File: src/rtl/serial_add_pkg.sv
// serial_add_pkg -- shared definitions for the bit-serial adder.
//   state_t        : controller state encoding (IDLE, RUN, DONE)
//   DEFAULT_WIDTH  : default operand width in bits
package serial_add_pkg;

   localparam int DEFAULT_WIDTH = 8;

   typedef enum logic [1:0] {
      IDLE = 2'd0,
      RUN  = 2'd1,
      DONE = 2'd2
   } state_t;

endpackage

File: src/rtl/serial_add_ctrl_fa_cell.sv
// fa_cell -- combinational 1-bit full adder made of two half-adder stages
// and an OR that merges their carries.
//   a, b : operand bits
//   ci   : carry in
//   s    : sum bit
//   co   : carry out
module fa_cell (
   input  logic a,
   input  logic b,
   input  logic ci,
   output logic s,
   output logic co
);

   logic hs1, hc1, hc2;

   // first half adder: a + b
   assign hs1 = a ^ b;
   assign hc1 = a & b;
   // second half adder: partial sum + carry in
   assign s   = hs1 ^ ci;
   assign hc2 = hs1 & ci;
   assign co  = hc1 | hc2;

endmodule

File: src/rtl/serial_add_ctrl.sv
// serial_add_ctrl -- bit-serial adder controller, one operand bit per cycle,
// LSB first. A result is ready WIDTH edges after the accepting edge.
//   clk, rst    : clock, synchronous active-high reset
//   start       : begin an addition (sampled only in IDLE)
//   a, b, cin   : operands and carry-in, captured on the accepting edge
//   busy        : high while not IDLE
//   done        : one-cycle pulse when sum/cout become valid
//   sum, cout   : result, held until the next accepted start
//   ovf         : signed overflow, present only when SERIAL_ADD_OVF_EN is defined
module serial_add_ctrl
   import serial_add_pkg::*;
#(
   parameter int WIDTH = DEFAULT_WIDTH
) (
   input  logic             clk,
   input  logic             rst,
   input  logic             start,
   input  logic [WIDTH-1:0] a,
   input  logic [WIDTH-1:0] b,
   input  logic             cin,
   output logic             busy,
   output logic             done,
   output logic [WIDTH-1:0] sum,
`ifdef SERIAL_ADD_OVF_EN
   output logic             ovf,
`endif
   output logic             cout
);

   localparam int             CW   = $clog2(WIDTH);
   localparam logic [CW-1:0]  LAST = CW'(WIDTH - 1);

   state_t           state;
   logic [WIDTH-1:0] a_sh, b_sh;
   logic             carry;
   logic [CW-1:0]    cnt;
   logic             fa_s, fa_co;

   fa_cell u_fa (
      .a  (a_sh[0]),
      .b  (b_sh[0]),
      .ci (carry),
      .s  (fa_s),
      .co (fa_co)
   );

   always_ff @(posedge clk) begin
      if (rst) begin
         state <= IDLE;
         busy  <= 1'b0;
         done  <= 1'b0;
         sum   <= '0;
         cout  <= 1'b0;
         cnt   <= '0;
         carry <= 1'b0;
         a_sh  <= '0;
         b_sh  <= '0;
`ifdef SERIAL_ADD_OVF_EN
         ovf   <= 1'b0;
`endif
      end else begin
         case (state)
            IDLE: begin
               done <= 1'b0;
               if (start) begin
                  a_sh  <= a;
                  b_sh  <= b;
                  carry <= cin;
                  cnt   <= '0;
                  busy  <= 1'b1;
                  state <= RUN;
               end
            end
            RUN: begin
               a_sh  <= a_sh >> 1;
               b_sh  <= b_sh >> 1;
               carry <= fa_co;
               // result enters from the MSB side; after WIDTH shifts bit 0 sits at sum[0]
               sum   <= {fa_s, sum[WIDTH-1:1]};
               if (cnt == LAST) begin
                  cout  <= fa_co;
`ifdef SERIAL_ADD_OVF_EN
                  // carry register here is the carry into the MSB
                  ovf   <= carry ^ fa_co;
`endif
                  done  <= 1'b1;
                  state <= DONE;
               end else begin
                  cnt <= cnt + 1'b1;
               end
            end
            DONE: begin
               done  <= 1'b0;
               busy  <= 1'b0;
               state <= IDLE;
            end
            default: begin
               done  <= 1'b0;
               busy  <= 1'b0;
               state <= IDLE;
            end
         endcase
      end
   end

endmodule

File: config.mk
export PLATFORM = sky130hd
export DESIGN_NAME = serial_add_ctrl
export DESIGN_NICKNAME = d
export VERILOG_FILES = /design/src/rtl/serial_add_pkg.sv /design/src/rtl/serial_add_ctrl_fa_cell.sv /design/src/rtl/serial_add_ctrl.sv
export SDC_FILE = /design/constraint.sdc
export NUM_CORES = 1
export LEC_CHECK = 0
export CORE_MARGIN = 4
export CORE_UTILIZATION = 45
export DETAILED_ROUTE_END_ITERATION = 7
export HOLD_SLACK_MARGIN = 0.08
export PLACE_DENSITY_LB_ADDON = 0.2
export SYNTH_ARGS = -nofsm -noshare
export SYNTH_HDL_FRONTEND = slang
export SYNTH_SLANG_ARGS = --single-unit
File: constraint.sdc
create_clock -name clk -period 3.8 [get_ports clk]
set_input_delay 1.14 -clock clk [delete_from_list [all_inputs] [get_ports clk]]
set_output_delay 1.14 -clock clk [all_outputs]
set_load 0.005 [all_outputs]
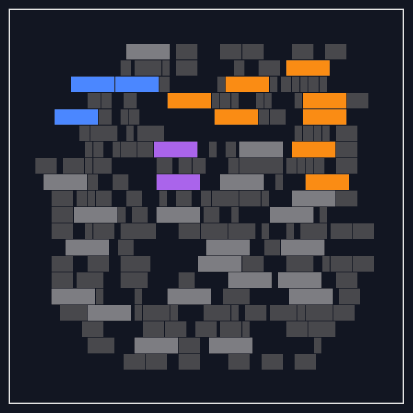
Figure 1: sequential cells colored by netlist name.
Drawn at 6 px/µm. Other sequential cells in the stronger gray, the rest of the logic in the fainter gray.
Key: blue = cnt [placed flops 3]; purple = state [placed flops 2]; orange = sum [placed flops 8, where north-east]
Another 20 sequential cells are not colored.
fraction of area in registers: 0.361
final core utilization: 0.589

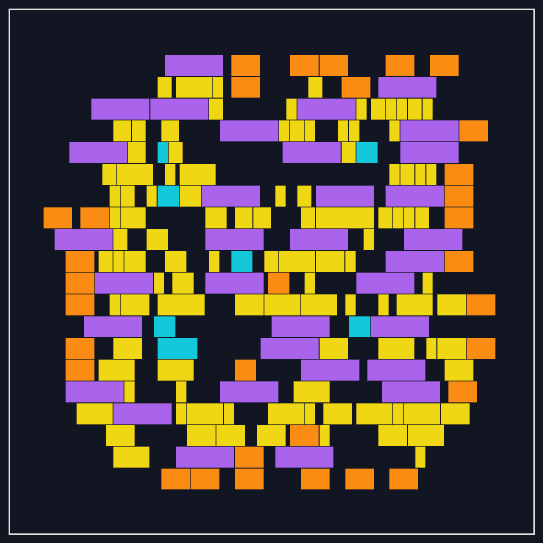
Figure 2: placement by cell class.
Drawn at 8 px/µm.
Key: yellow = combinational and other logic [cells 106, share of their area 42%]; cyan = clock drivers and dummy loads [cells 7, share of their area 3.1%]; orange = remaining buffers and delay cells [cells 32, share of their area 18%]; purple = sequential cells [cells 33, share of their area 37%]
post-route cell area: 1830 µm²
CORE AREA: 3100 µm²
FP Rows: 20

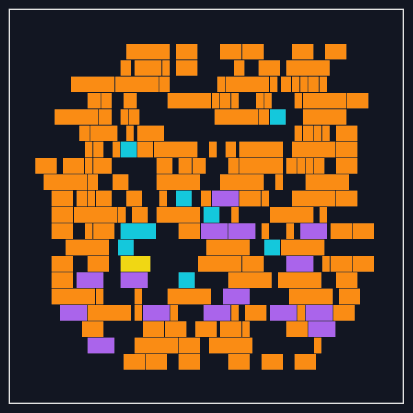
Figure 3: cell sizes after repair.
Drawn at 6 px/µm.
Key: orange = _0 and _1 cells [cells 154, share 87%]; purple = _2 cells [cells 15, share 8.4%]; yellow = _6 and larger [cells 1, share 0.56%]; cyan = _3 and _4 cells [cells 8, share 4.5%]
Setup WS post-layout: 1.47 ns
Area growth syn-to-layout: 23.2%

==> out/metrics.yaml <==
status:
  status: "completed"
synthesis:
  floorplan.nets: 175
  synthMuxAreaShare: 0.101
  yosys_area_um2: 1480
  synth_flop_count: 33
  ys_sh_adder: 0.0388
grt:
  antenna_found_initial: 0
  grt_first_pass_wirelength_um: 4890
  met2_usage: 0.244
critical_path:
  cp_slowest_cell: "clkdlybuf4s50_1"
  worstSetupEndpointType: "output pin"
  worstSetupStartpoint: "sum[3]"
finish:
  sh_comb_area: 0.402
  regArea_um2: 661
  ff_count: 33
route:
  vias: 1138
pwr:
  p_sw_uw: 171
cts:
  cts_buffers: 5
  hold_buffers: 0
placement:
  dp_hpwl_um: 1990
  gp_congestion: 0.763
final_timing:
  max_freq_ghz: 0.429
  tns_ns: 0
-- how the worst max path moves through the flow --
stage	cells after the start	to
4_1_cts	1	sum[3]
3_5_place_dp	3	sum[4]
3_3_place_gp	3	b_sh[2]
5_1_grt	1	sum[3]
2_1_floorplan	3	a_sh[0]
6_report	1	sum[3]
-- synthesized netlist by cell type --
library cell,instances
buf_1,1
nor3_1,2
clkbuf_1,3
a211oi_2,15
inv_1,2
mux2i_1,15
ha_1,3
o21bai_1,1
nand3_1,5
buf_2,2
nand2_1,19
nor4b_1,1
nor2_1,19
o21ba_4,1
a211oi_1,1
dfxtp_1,33
a31oi_1,3
o21ai_0,1
nor3b_1,2
a22oi_1,2
buf_6,3
a21oi_1,11
nor2b_1,1
buf_4,3
nand2b_1,1
fa_1,1
Power is estimated from default activity; no workload was simulated.
